## src/rtl/instruction_fetch_unit_if.sv

```systemverilog
// Fetch unit bus: memory read channel, IR handoff to decode, and PC/status outputs.
interface instruction_fetch_unit_if;
  logic        MemReq;
  logic [31:0] MemAddr;
  logic        MemRdy;
  logic [31:0] MemData;
  logic [31:0] IR31_0;
  logic        IRValid;
  logic        IRAccept;
  logic        BrTaken;
  logic        BrAnnul;
  logic [31:0] BrDisp;
  logic [31:0] PC;
  logic [31:0] nPC;
  logic        Misaligned;
  logic [31:0] InstrCount;

  modport master (
    output MemReq, MemAddr, IR31_0, IRValid, PC, nPC, Misaligned, InstrCount,
    input  MemRdy, MemData, IRAccept, BrTaken, BrAnnul, BrDisp
  );

  modport slave (
    input  MemReq, MemAddr, IR31_0, IRValid, PC, nPC, Misaligned, InstrCount,
    output MemRdy, MemData, IRAccept, BrTaken, BrAnnul, BrDisp
  );
endinterface

```

## src/rtl/instruction_fetch_unit.sv

```systemverilog
// Single-outstanding instruction fetch with delayed-branch PC/nPC pair and
// sticky misaligned-target trap.
module instruction_fetch_unit #(
  parameter logic [31:0] RESET_PC = 32'h0000_0000
) (
  input logic                      Clk,
  input logic                      Reset,
  instruction_fetch_unit_if.master bus
);
  typedef enum logic [1:0] {IDLE, FETCH, HOLD, ERR} state_t;

  state_t      state_q, state_d;
  logic [31:0] pc_q, pc_d, npc_q, npc_d, ir_q, ir_d, cnt_q, cnt_d;
  logic [31:0] tgt;

  assign tgt = pc_q + bus.BrDisp;

  always_ff @(posedge Clk) begin
    if (Reset) begin
      state_q <= IDLE;
      pc_q    <= RESET_PC;
      npc_q   <= RESET_PC + 32'd4;
      ir_q    <= '0;
      cnt_q   <= '0;
    end else begin
      state_q <= state_d;
      pc_q    <= pc_d;
      npc_q   <= npc_d;
      ir_q    <= ir_d;
      cnt_q   <= cnt_d;
    end
  end

  always_comb begin
    state_d = state_q;
    pc_d    = pc_q;
    npc_d   = npc_q;
    ir_d    = ir_q;
    cnt_d   = cnt_q;
    unique case (state_q)
      IDLE:  state_d = FETCH;
      FETCH: if (bus.MemRdy) begin
        ir_d    = bus.MemData;
        state_d = HOLD;
      end
      HOLD:  if (bus.IRAccept) begin
        if (bus.BrTaken && (bus.BrDisp[1:0] != 2'b00)) begin
          // Bad target traps before anything architectural moves.
          state_d = ERR;
        end else begin
          state_d = FETCH;
          cnt_d   = cnt_q + 32'd1;
          if (!bus.BrTaken) begin
            pc_d  = npc_q;
            npc_d = npc_q + 32'd4;
          end else if (!bus.BrAnnul) begin
            pc_d  = npc_q;
            npc_d = tgt;
          end else begin
            pc_d  = tgt;
            npc_d = tgt + 32'd4;
          end
        end
      end
      ERR:   state_d = ERR;
      default: state_d = IDLE;
    endcase
  end

  assign bus.MemReq     = (state_q == FETCH);
  assign bus.MemAddr    = pc_q;
  assign bus.IRValid    = (state_q == HOLD);
  assign bus.Misaligned = (state_q == ERR);
  assign bus.IR31_0     = ir_q;
  assign bus.PC         = pc_q;
  assign bus.nPC        = npc_q;
  assign bus.InstrCount = cnt_q;
endmodule

```

## src/flat_wrapper.sv

```systemverilog
// flat-port wrapper written by rule: the top's interface ports become plain ports
module instruction_fetch_unit_flat 
#(
  parameter logic [31:0] RESET_PC = 32'h0000_0000
)
  (Clk, Reset, bus_MemReq, bus_MemAddr, bus_IR31_0, bus_IRValid, bus_PC, bus_nPC, bus_Misaligned, bus_InstrCount, bus_MemRdy, bus_MemData, bus_IRAccept, bus_BrTaken, bus_BrAnnul, bus_BrDisp);
  instruction_fetch_unit_if bus_i ();
  input logic Clk;
  input logic Reset;
  output wire logic [$bits(bus_i.MemReq)-1:0] bus_MemReq;
  output wire logic [$bits(bus_i.MemAddr)-1:0] bus_MemAddr;
  output wire logic [$bits(bus_i.IR31_0)-1:0] bus_IR31_0;
  output wire logic [$bits(bus_i.IRValid)-1:0] bus_IRValid;
  output wire logic [$bits(bus_i.PC)-1:0] bus_PC;
  output wire logic [$bits(bus_i.nPC)-1:0] bus_nPC;
  output wire logic [$bits(bus_i.Misaligned)-1:0] bus_Misaligned;
  output wire logic [$bits(bus_i.InstrCount)-1:0] bus_InstrCount;
  input wire logic [$bits(bus_i.MemRdy)-1:0] bus_MemRdy;
  input wire logic [$bits(bus_i.MemData)-1:0] bus_MemData;
  input wire logic [$bits(bus_i.IRAccept)-1:0] bus_IRAccept;
  input wire logic [$bits(bus_i.BrTaken)-1:0] bus_BrTaken;
  input wire logic [$bits(bus_i.BrAnnul)-1:0] bus_BrAnnul;
  input wire logic [$bits(bus_i.BrDisp)-1:0] bus_BrDisp;
  assign bus_MemReq = bus_i.MemReq;
  assign bus_MemAddr = bus_i.MemAddr;
  assign bus_IR31_0 = bus_i.IR31_0;
  assign bus_IRValid = bus_i.IRValid;
  assign bus_PC = bus_i.PC;
  assign bus_nPC = bus_i.nPC;
  assign bus_Misaligned = bus_i.Misaligned;
  assign bus_InstrCount = bus_i.InstrCount;
  assign bus_i.MemRdy = bus_MemRdy;
  assign bus_i.MemData = bus_MemData;
  assign bus_i.IRAccept = bus_IRAccept;
  assign bus_i.BrTaken = bus_BrTaken;
  assign bus_i.BrAnnul = bus_BrAnnul;
  assign bus_i.BrDisp = bus_BrDisp;
  instruction_fetch_unit #(.RESET_PC(RESET_PC)) u_core (.Clk(Clk), .Reset(Reset), .bus(bus_i));
endmodule
```

## config.mk

```make
export PLATFORM = sky130hd
export DESIGN_NAME = instruction_fetch_unit_flat
export DESIGN_NICKNAME = d
export VERILOG_FILES = /design/src/rtl/instruction_fetch_unit_if.sv /design/src/rtl/instruction_fetch_unit.sv /design/src/flat_wrapper.sv
export SDC_FILE = /design/constraint.sdc
export NUM_CORES = 1
export LEC_CHECK = 0
export CORE_MARGIN = 8
export CORE_UTILIZATION = 45
export CTS_CLUSTER_SIZE = 28
export DETAILED_ROUTE_END_ITERATION = 10
export PLACE_DENSITY = 0.8
export SLEW_MARGIN = 25
export SYNTH_ARGS = -nofsm -noshare
export SYNTH_HDL_FRONTEND = slang
export SYNTH_SLANG_ARGS = --single-unit
```

## constraint.sdc

```tcl
create_clock -name Clk -period 3.5 [get_ports Clk]
set_input_delay 0.35 -clock Clk [delete_from_list [all_inputs] [get_ports Clk]]
set_output_delay 0.35 -clock Clk [all_outputs]
set_load 0.005 [all_outputs]
```

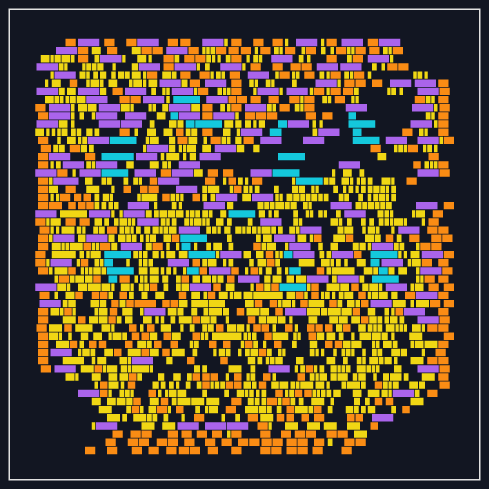
Fig. 1. Cell classes on the final placement.
Drawn at 3 px/micron.
- purple: sequential cells (cells 130; share of their area 21%)
- orange: remaining buffers and delay cells (cells 374; share of their area 27%)
- cyan: clock drivers and dummy loads (cells 32; share of their area 4.7%)
- yellow: combinational and other logic (cells 967; share of their area 47%)
core occupancy in the finished layout: 65.6%
area of the placeable core: 19400 sq um
Row Count: 51
final instance area: 12700 sq um

==> flow_summary.rst <==
Implementation results
======================

.. list-table::
   :header-rows: 1

   * - Metric
     - Value
   * - Sequence of cells on the critical path
     - clkdlybuf4s50_1, ha_1, o211ai_1, o211ai_1, a211oi_2, buf_4, a211o_1, a2111oi_4, nor3b_2, and4_1, a2111oi_2, a311o_1
   * - Post-route antenna net violation count
     - 0
   * - Outcome
     - completed
   * - Count of cells along the worst register-to-register path
     - 12
   * - LEAKAGE
     - 4.71 nW
   * - Per-instance average area after synthesis
     - 7.41 sq um
   * - Crit end category
     - flop
   * - Detailed-route via count
     - 10100
   * - Post-route worst setup slack
     - 0.172 ns
   * - Total setup violations reported at the end of the flow
     - 0
   * - Async set-reset flop share out of synthesis
     - 0%
   * - Io pins
     - 233
   * - Core utilization at floorplan
     - 45.7%
   * - Crit path launch
     - bus_BrDisp[5]
   * - Peak per-stage delay on the critical path
     - 0.43 ns
   * - Sequential-to-total area share from yosys stat
     - ~29%
   * - Die width
     - 156 microns
   * - Clock latency at the later pin of the worst-skew pair
     - 0.43 ns
   * - Distinct lib cells
     - 85
   * - Worst EP required
     - 3.81 ns
   * - Most frequently used cell type in the post-synthesis netlist
     - sky130_fd_sc_hd__nand2_1
   * - Synth Instances
     - 1196
   * - Leading post-synthesis cells by instance count
     - sky130_fd_sc_hd__nand2_1 (202), sky130_fd_sc_hd__dfxtp_1 (130), sky130_fd_sc_hd__a21oi_1 (122)
   * - Worst hold slack across all endpoints
     - approximately 0.39 ns
   * - Hold Startpoint
     - Reset
   * - Chip area line of the yosys report
     - 8860 sq um
   * - Class of the tightest hold or removal check
     - in -> reg
   * - Global routing's busiest layer
     - met2
   * - Met2 routing resource usage after global routing
     - 43.7%
   * - Critical path capture point
     - u_core.bus.nPC[22]
   * - Tally of max-capacitance violations
     - 0
   * - Largest area contributor in the netlist
     - sky130_fd_sc_hd__dfxtp_1
   * - Post-detailed-route DRC marker count
     - 0
   * - Mapped cell area
     - 8860 sq um
   * - Master cell of the clock root buffer
     - sky130_fd_sc_hd__clkbuf_16
   * - Number of global-route vias before repair
     - 9679
   * - Clock transition at the registers of the reported paths
     - 0.06 ns
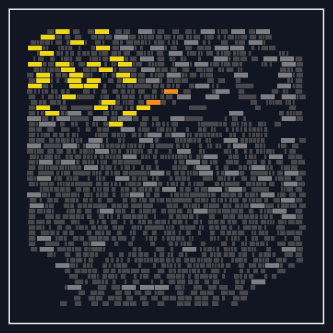
Fig. 2. Where the registers sit.
Drawn at 2 px/micron. Other sequential cells in the stronger grey, the rest of the logic in the fainter grey.
- yellow: u_core.bus.InstrCount (sequential cells 32; where upper left)
- orange: u_core.state_q (sequential cells 2)
power dissipated in sequential cells: 1.54 mW
sequential share of cell area: 20.5%

-- sequential cells by signal, indices dropped and copies added, names as in the netlist --
signal                 count
u_core.bus.IR31_0         32
u_core.bus.InstrCount     32
u_core.bus.MemAddr        32
u_core.bus.nPC            32
u_core.state_q             2
-- final cells by class --
cell class | instances | area [sq um]
clock buffer | 17 | 425
tap | 265 | 332
inverter | 16 | 60.1
multi-input combinational | 951 | 5750
sequential | 130 | 2610
clock inverter | 15 | 158
timing repair buffer | 374 | 3400
fill | 1733 | 6670
-- worst max-delay path, delay by kind of cell --
kind / cells / cell delay [ns]
adder cells (fa/ha/maj): 1 / 0.34
AND/OR/NAND/NOR: 2 / 0.61
buffers and inverters: 2 / 0.61
AND-OR/OR-AND: 7 / 1.72
-- power by group --
group	switching, mW	internal, mW	total [mW]
clock	0.790	1.01	1.80
combinational	0.411	0.406	0.817
sequential	0.0300	1.51	1.54
total	1.23	2.93	4.16
-- kinds of logic after synthesis --
group | after synthesis | share of synthesized area (%)
and+or+nand+nor | 506 | 27.2
AOI/OAI and AO/OA | 343 | 25.1
DFF | 130 | 29.4
buffers and inverters | 115 | 6.52
xor gates and xnor gates | 63 | 6.31
adders and majority gates | 35 | 5.03
muxes | 4 | 0.466
-- repair_timing --
item | 4_1_cts | 5_1_grt
setup buffers | 0 | 5
resized | 0 | 12
endpoints found under the hold margin | 0 | 0
hold buffers | 0 | 0
setup endpoints to repair | 0 | 15
-- through the flow --
| stage | total power, mW | area (sq um) |
|---|---|---|
| 4_1_cts | 4.17 | 12600 |
| 3_5_place_dp | 2.37 | 12000 |
| 6_report | 4.16 | 12700 |
| 5_1_grt | 4.31 | 12700 |
| 3_3_place_gp | 2.36 | 12000 |
| 2_1_floorplan | 1.98 | 8860 |
Power is estimated from default activity; no workload was simulated.
